--- config.mk ---
export PLATFORM = sky130hd
export DESIGN_NAME = slink_rx_lane_packer
export DESIGN_NICKNAME = d
export VERILOG_FILES = /design/src/rtl/slink_rx_lane_packer.sv
export SDC_FILE = /design/constraint.sdc
export NUM_CORES = 1
export LEC_CHECK = 0
export CORE_ASPECT_RATIO = 0.8
export CORE_MARGIN = 1
export CORE_UTILIZATION = 59
export CTS_CLUSTER_DIAMETER = 150
export DETAILED_ROUTE_END_ITERATION = 12
export PLACE_DENSITY = 0.94
export SLEW_MARGIN = 10
export SYNTH_ARGS = -nofsm -noshare
export SYNTH_HDL_FRONTEND = slang
export SYNTH_SLANG_ARGS = --single-unit
--- constraint.sdc ---
create_clock -name clk -period 7.4 [get_ports clk]
set_input_delay 1.48 -clock clk [delete_from_list [all_inputs] [get_ports clk]]
set_output_delay 1.48 -clock clk [all_outputs]
set_load 0.02 [all_outputs]
--- src/rtl/slink_rx_lane_packer.sv ---
// Packs deskewed reduced-width lane beats into full NUM_LANES*DATA_WIDTH words
// and hands them to the packet parser through a 2-entry valid/ready buffer.
module slink_rx_lane_packer #(
    parameter int DATA_WIDTH = 8,
    parameter int NUM_LANES  = 4
) (
    input  logic                            clk,
    input  logic                            reset,
    input  logic                            enable,
    input  logic [2:0]                      active_lanes,
    input  logic                            flush,
    input  logic [NUM_LANES*DATA_WIDTH-1:0] rx_data_in,
    input  logic                            rx_valid_in,
    output logic [NUM_LANES*DATA_WIDTH-1:0] pk_data,
    output logic                            pk_valid,
    input  logic                            pk_ready,
    output logic [1:0]                      fifo_count,
    output logic                            overflow,
    input  logic                            ovf_clear,
    output logic                            cfg_err
);

    localparam int IDXW = (NUM_LANES > 1) ? $clog2(NUM_LANES) : 1;
    localparam int LOGN = $clog2(NUM_LANES);

    typedef logic [NUM_LANES-1:0][DATA_WIDTH-1:0] word_t;

    word_t           rx_lanes;
    word_t           acc_q, acc_d;
    word_t           buf0_q, buf0_d, buf1_q, buf1_d;
    logic [IDXW-1:0] idx_q, idx_d, idx_eff, last_slot, k;
    logic [1:0]      cnt_q, cnt_d;
    logic            ovf_q, ovf_d, cfg_q, cfg_d;
    logic [2:0]      lsel;
    logic            accept, complete, push, pop, drop;
    int              base, le;

    assign rx_lanes = rx_data_in;

    // Oversized lane encodings are clamped to full width.
    assign lsel      = (active_lanes > 3'(LOGN)) ? 3'(LOGN) : active_lanes;
    assign last_slot = IDXW'((NUM_LANES >> lsel) - 1);
    assign idx_eff   = flush ? '0 : idx_q;
    assign accept    = enable & rx_valid_in;
    assign complete  = (idx_eff == last_slot);
    assign push      = accept & complete;
    assign pop       = (cnt_q != 2'd0) & pk_ready;
    assign drop      = push & ~pop & (cnt_q == 2'd2);

    always_comb begin
        acc_d = acc_q;
        k     = '0;
        le    = 1 << lsel;
        base  = int'(idx_eff) << lsel;
        for (int j = 0; j < NUM_LANES; j++) begin
            if (j >= base && j < base + le) begin
                k        = IDXW'(j - base);
                acc_d[j] = rx_lanes[k];
            end
        end
    end

    always_comb begin
        idx_d = idx_q;
        if (!enable)
            idx_d = '0;
        else if (accept)
            idx_d = complete ? '0 : idx_eff + 1'b1;
        else if (flush)
            idx_d = '0;
    end

    // The pushed word is the merged accumulator so a completing beat lands
    // in the buffer on the same edge it is sampled.
    always_comb begin
        buf0_d = buf0_q;
        buf1_d = buf1_q;
        cnt_d  = cnt_q;
        case (cnt_q)
            2'd0: if (push) begin
                buf0_d = acc_d;
                cnt_d  = 2'd1;
            end
            2'd1: begin
                if (push && pop) begin
                    buf0_d = acc_d;
                end else if (push) begin
                    buf1_d = acc_d;
                    cnt_d  = 2'd2;
                end else if (pop) begin
                    cnt_d  = 2'd0;
                end
            end
            default: begin
                if (pop) begin
                    buf0_d = buf1_q;
                    if (push) buf1_d = acc_d;
                    else      cnt_d  = 2'd1;
                end
            end
        endcase
    end

    assign ovf_d = drop ? 1'b1 : (ovf_clear ? 1'b0 : ovf_q);
    assign cfg_d = (1 << active_lanes) > NUM_LANES;

    always_ff @(posedge clk or posedge reset) begin
        if (reset) begin
            idx_q  <= '0;
            acc_q  <= '0;
            buf0_q <= '0;
            buf1_q <= '0;
            cnt_q  <= 2'd0;
            ovf_q  <= 1'b0;
            cfg_q  <= 1'b0;
        end else begin
            idx_q  <= idx_d;
            if (accept) acc_q <= acc_d;
            buf0_q <= buf0_d;
            buf1_q <= buf1_d;
            cnt_q  <= cnt_d;
            ovf_q  <= ovf_d;
            cfg_q  <= cfg_d;
        end
    end

    assign pk_data    = buf0_q;
    assign pk_valid   = (cnt_q != 2'd0);
    assign fifo_count = cnt_q;
    assign overflow   = ovf_q;
    assign cfg_err    = cfg_q;

endmodule

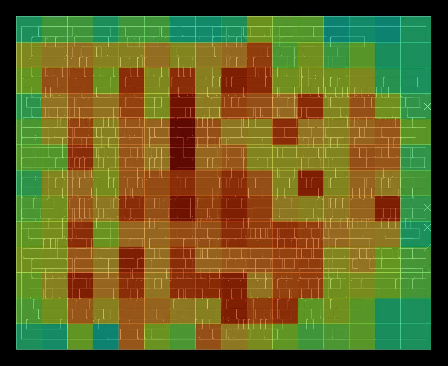
(images/congestion.png)
global-route usage over all layers: 30.8%
met2 Usage GRT: 49.5%
WL per Instance: 18.5 um
M3 GR Usage: 7.75%
met1 Track Usage GR: 40.6%

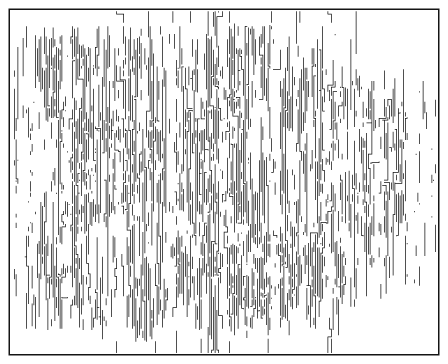
(images/layer_met2.png)
share of all routed wire = 49%
wire length on this layer = 7090 um
main direction = vertical

==> flow_metrics.tcl <==
# metrics dict for downstream scripts
set metrics [dict create \
    cp.required_ps 7630 \
    fillerInstances 621 \
    fp_util_pct 61.9 \
    synthArstFlopShare_pct 100 \
    layout.nets 718 \
    cts_resized 0 \
    flop-count 102 \
    outcome "finished with violations" \
    ys_ff 102 \
    ff_type "dfrtp_1" \
    post_drt_via_cell_ratio 6.24 \
    ctsHoldBuffers 0 \
    critPathLaunch "flush" \
    mi_logic_area_um2 2990 \
    critPathLaunchType "input pin" \
    cts_setup_buffers 0 \
    combPwrFrac_pct 31.0 \
    drc_errors 7 \
    p_leak_nw 2.99 \
    failed_checks "DRC" \
    cts.sink_count 102 \
    mux_share_pct 14.8 \
    internal-power_mw 1.29 \
    finalWorstSetupSlack_ps 2080 \
    hold_viol 0 \
    lay_top_cells "dfrtp_1 (102), clkdlybuf4s50_1 (78), nand2_1 (75)" \
]
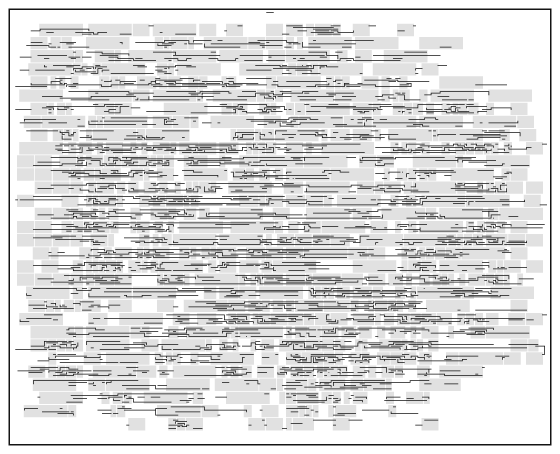
(images/layer_met1.png)
longest straight run = 29.4 um
nets with wire on the layer = 649

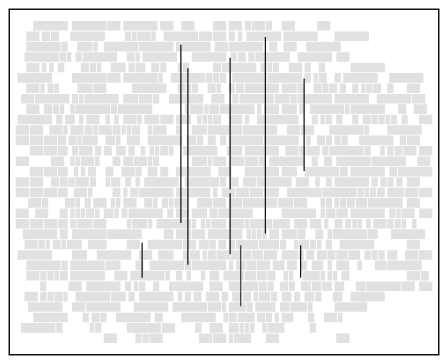
(images/layer_met4.png)
wire length on this layer = 254 um
main direction = vertical
longest straight run = 51.0 um
share of all routed wire = 1.7%
nets with wire on the layer = 8

[power groups by stage]
stage | logic, mW | registers, mW | clock network [mW]
5_1_grt | 0.647 | 0.880 | 0.496
2_1_floorplan | 0.254 | 0.923 | 0
6_report | 0.594 | 0.855 | 0.466
4_1_cts | 0.593 | 0.853 | 0.474
3_5_place_dp | 0.586 | 0.861 | 0
3_3_place_gp | 0.562 | 0.846 | 0
[routing by layer]
layer,track usage [%],vias to the layer above
met4,10.5,0
met1,40.6,2421
li1,-,2275
met2,49.5,197
met3,7.75,21
met5,0,-
[tightest hold or removal path, stage by stage (launching register included)]
cell     delay (ps)
dfrtp_1         340
nand2_1          40
o21ai_0          60
[sequential cells by signal (all words and copies together), names as in the netlist]
signal,cells
cfg_err,1
buf1_q,32
overflow,1
pk_data,32
idx_q,2
fifo_count,2
acc_q,32
